==> config.mk <==
export PLATFORM = sky130hd
export DESIGN_NAME = eth_rx_fcs_check_flat
export DESIGN_NICKNAME = d
export VERILOG_FILES = /design/src/rtl/eth_pkg.sv /design/src/rtl/eth_rx_fcs_check_if.sv /design/src/rtl/crc32_byte_step.sv /design/src/rtl/eth_rx_fcs_check.sv /design/src/flat_wrapper.sv
export SDC_FILE = /design/constraint.sdc
export NUM_CORES = 1
export LEC_CHECK = 0
export ABC_AREA = 1
export CORE_MARGIN = 4
export CORE_UTILIZATION = 62
export DETAILED_ROUTE_END_ITERATION = 16
export PLACE_DENSITY_LB_ADDON = 0.1
export SETUP_SLACK_MARGIN = 0.4
export SYNTH_ARGS = -nofsm -noshare
export SYNTH_HDL_FRONTEND = slang
export SYNTH_HIERARCHICAL = 1
export SYNTH_SLANG_ARGS = --single-unit
==> constraint.sdc <==
create_clock -name clk -period 7.98 [get_ports clk]
set_clock_uncertainty 0.05 [all_clocks]
set_input_delay 1.995 -clock clk [delete_from_list [all_inputs] [get_ports clk]]
set_output_delay 1.995 -clock clk [all_outputs]
set_load 0.05 [all_outputs]
m2.png
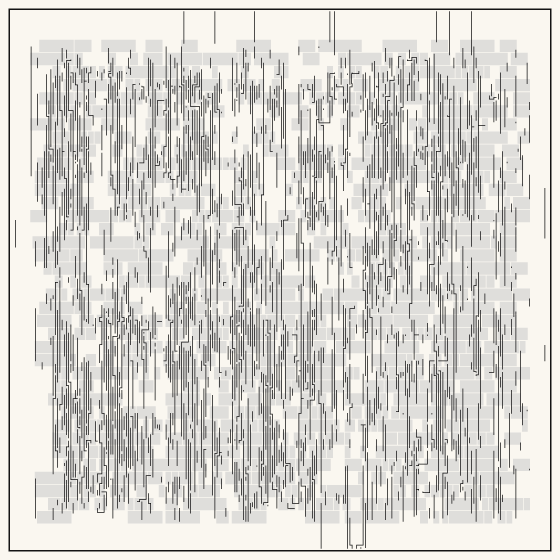
share of all routed wire: 45%
longest straight run: 38.1 µm
nets with wire on the layer: 817
main direction: vertical
drt total wl: 17,070 µm
Vias: 6,143
met2 global-route usage: 0.4366

placed.png
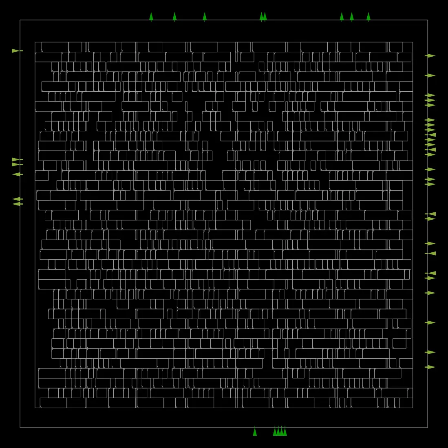
Tap Cells: 136
core outline area: 0.01046 mm²

m3.png
Scale bar: 20 µm.
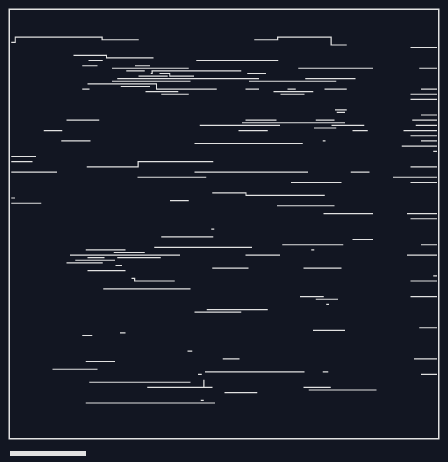
main direction: horizontal
longest straight run: 36.8 µm
share of all routed wire: 7.6%
wire length on this layer: 1,290 µm
nets with wire on the layer: 91
GRT met3 Usage: 0.05714

port_trees.png
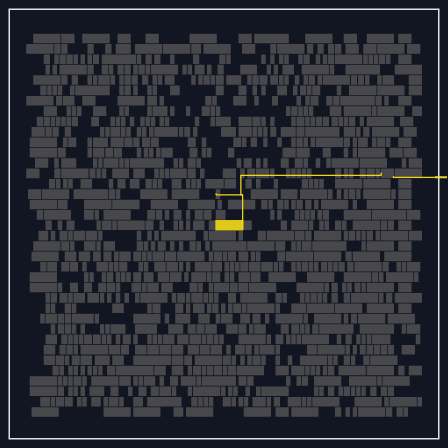
[crc_err] yellow | bits: 1 | direction: output | edge: east | end cells: 1 | wire: 70.6 µm
Top Ports: 45
# port buffers: 44

class_map.png
Fill, decap, tap and diode cells in gray.
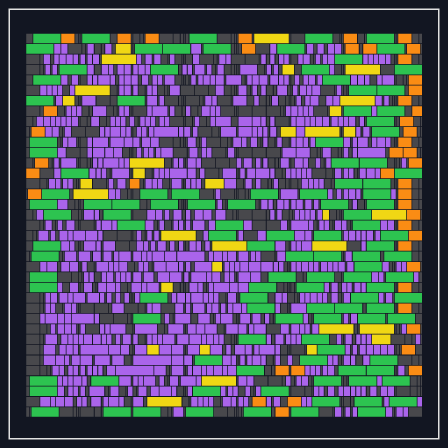
[remaining buffers and delay cells] orange | cells: 46 | share of their area: 6.0%
[registers] green | cells: 117 | share of their area: 31%
[remaining logic cells] purple | cells: 798 | share of their area: 56%
[clock drivers and dummy loads] yellow | cells: 32 | share of their area: 7.3%
# rows: 37
Seq/total area: 0.3042

==> run_results.csv <==
group,metric,value,unit
run_status,outcome,"finished clean",
synthesis,flop_cell,"dfxtp_1",
job,cap_violations,0,
worst_setup_path,cp.arrival,6.00,ns
global_route,antenna_found_initial,0,
placement,hpwl,11730,µm
worst_setup_path,path_cells,"clkdlybuf4s50_1, nand2_2, inv_2, or2_2, inv_1, nand2_1, nand2_1, inv_1, nand2_1, nand2_2, nand2_2, nand2_2, xnor2_1, inv_1, nor4_1, nand4_1, nor4_2, nand3_2, a21oi_2",
finish,drive_gt1_frac,0.1611,
final_timing,fmax,0.1794,GHz
clock_tree,clock_latency,0.53,ns
pwr,power_clock,697,µW
pwr,swShare,0.3331,
final_timing,min_period_over_period,0.6987,
global_route,grt_pass1_vias,5835,
clock_tree,root_buffer,"clkbuf_8",
routing,drt_iter0_drc,531,
final_timing,worstMarginPinSlew,1.173,ns
synthesis,yosys_cells,955,
final_timing,rsz0062_at_grt,"no",
final_timing,totalNegativeSetupSlack,0,ns
final_timing,relSlewSlack,0.2170,
routing,viasPerCell,5.441,
worst_setup_path,critPathMaxFanout,40,
pwr,peakVddDrop,0.1614,mV
final_timing,finalSetupViolations,0,
global_route,overflow,0,
synthesis,ys_seq_frac,0.3481,
job,warnings,29,
clock_tree,post_cts_buffers,0,
worst_setup_path,crit_slowest_cell,"nand2_2",
pwr,combPwrFrac,0.225,
finish,buffers,46,
routing,drt-met1-wl,7834,µm
synthesis,ys_warn_count,6,
worst_setup_path,reg2reg_depth,10,
global_route,grt.total_usage,0.2756,
routing,drc,0,
final_timing,hold_viol_final,0,
worst_setup_path,critPathLaunchType,"input pin",
synthesis,ys_async_sr_fraction,0,
clock_tree,cts_tree,"built",
worst_setup_path,r2r_setup_slack,4.84,ns
==> cells in the mapped netlist, types with 2 or more instances <==
| cell type | n | area [µm²] |
|---|---|---|
| nand3b_1 | 2 | 15.01 |
| o211ai_1 | 24 | 180.2 |
| clkbuf_1 | 26 | 97.59 |
| a211oi_1 | 2 | 15.01 |
| nand4_1 | 12 | 75.07 |
| nor2_1 | 92 | 345.3 |
| nand3_1 | 45 | 225.2 |
| nand2_1 | 232 | 870.8 |
| nor3_1 | 4 | 20.02 |
| nor2_4 | 4 | 45.04 |
| nand2_2 | 30 | 187.7 |
| xnor2_1 | 10 | 87.58 |
| dfxtp_1 | 117 | 2342 |
| a21oi_1 | 40 | 200.2 |
| buf_12 | 2 | 40.04 |
| nor2_8 | 2 | 40.04 |
| xor2_1 | 42 | 367.9 |
| buf_2 | 6 | 30.03 |
| o21ai_0 | 57 | 285.3 |
| clkinv_1 | 2 | 7.510 |
| or2_2 | 32 | 200.2 |
| xor2_2 | 2 | 32.53 |
| buf_6 | 2 | 22.52 |
| nor2_2 | 13 | 81.33 |
| o21a_1 | 2 | 15.01 |
| buf_1 | 4 | 15.01 |
| inv_2 | 8 | 30.03 |
| nor4_1 | 4 | 25.02 |
| inv_1 | 97 | 364.1 |
| nand4_2 | 2 | 25.02 |
| ha_1 | 3 | 37.54 |
| nand2_4 | 12 | 135.1 |
| a21oi_2 | 2 | 17.52 |
| nand3_2 | 10 | 100.1 |
==> logic make-up (layout without fill, tap and decap cells) <==
logic type,Yosys count,count (layout),synth area share
adders and majority gates,3,3,0.005579
buffers and inverters,148,186,0.09111
xor gates and xnor gates,56,56,0.08070
AOI/OAI and AO/OA,130,130,0.1099
DFF,117,117,0.3481
and+or+nand+nor,501,501,0.3646
Power figures rest on the tool's default switching activity, not on a simulated workload.
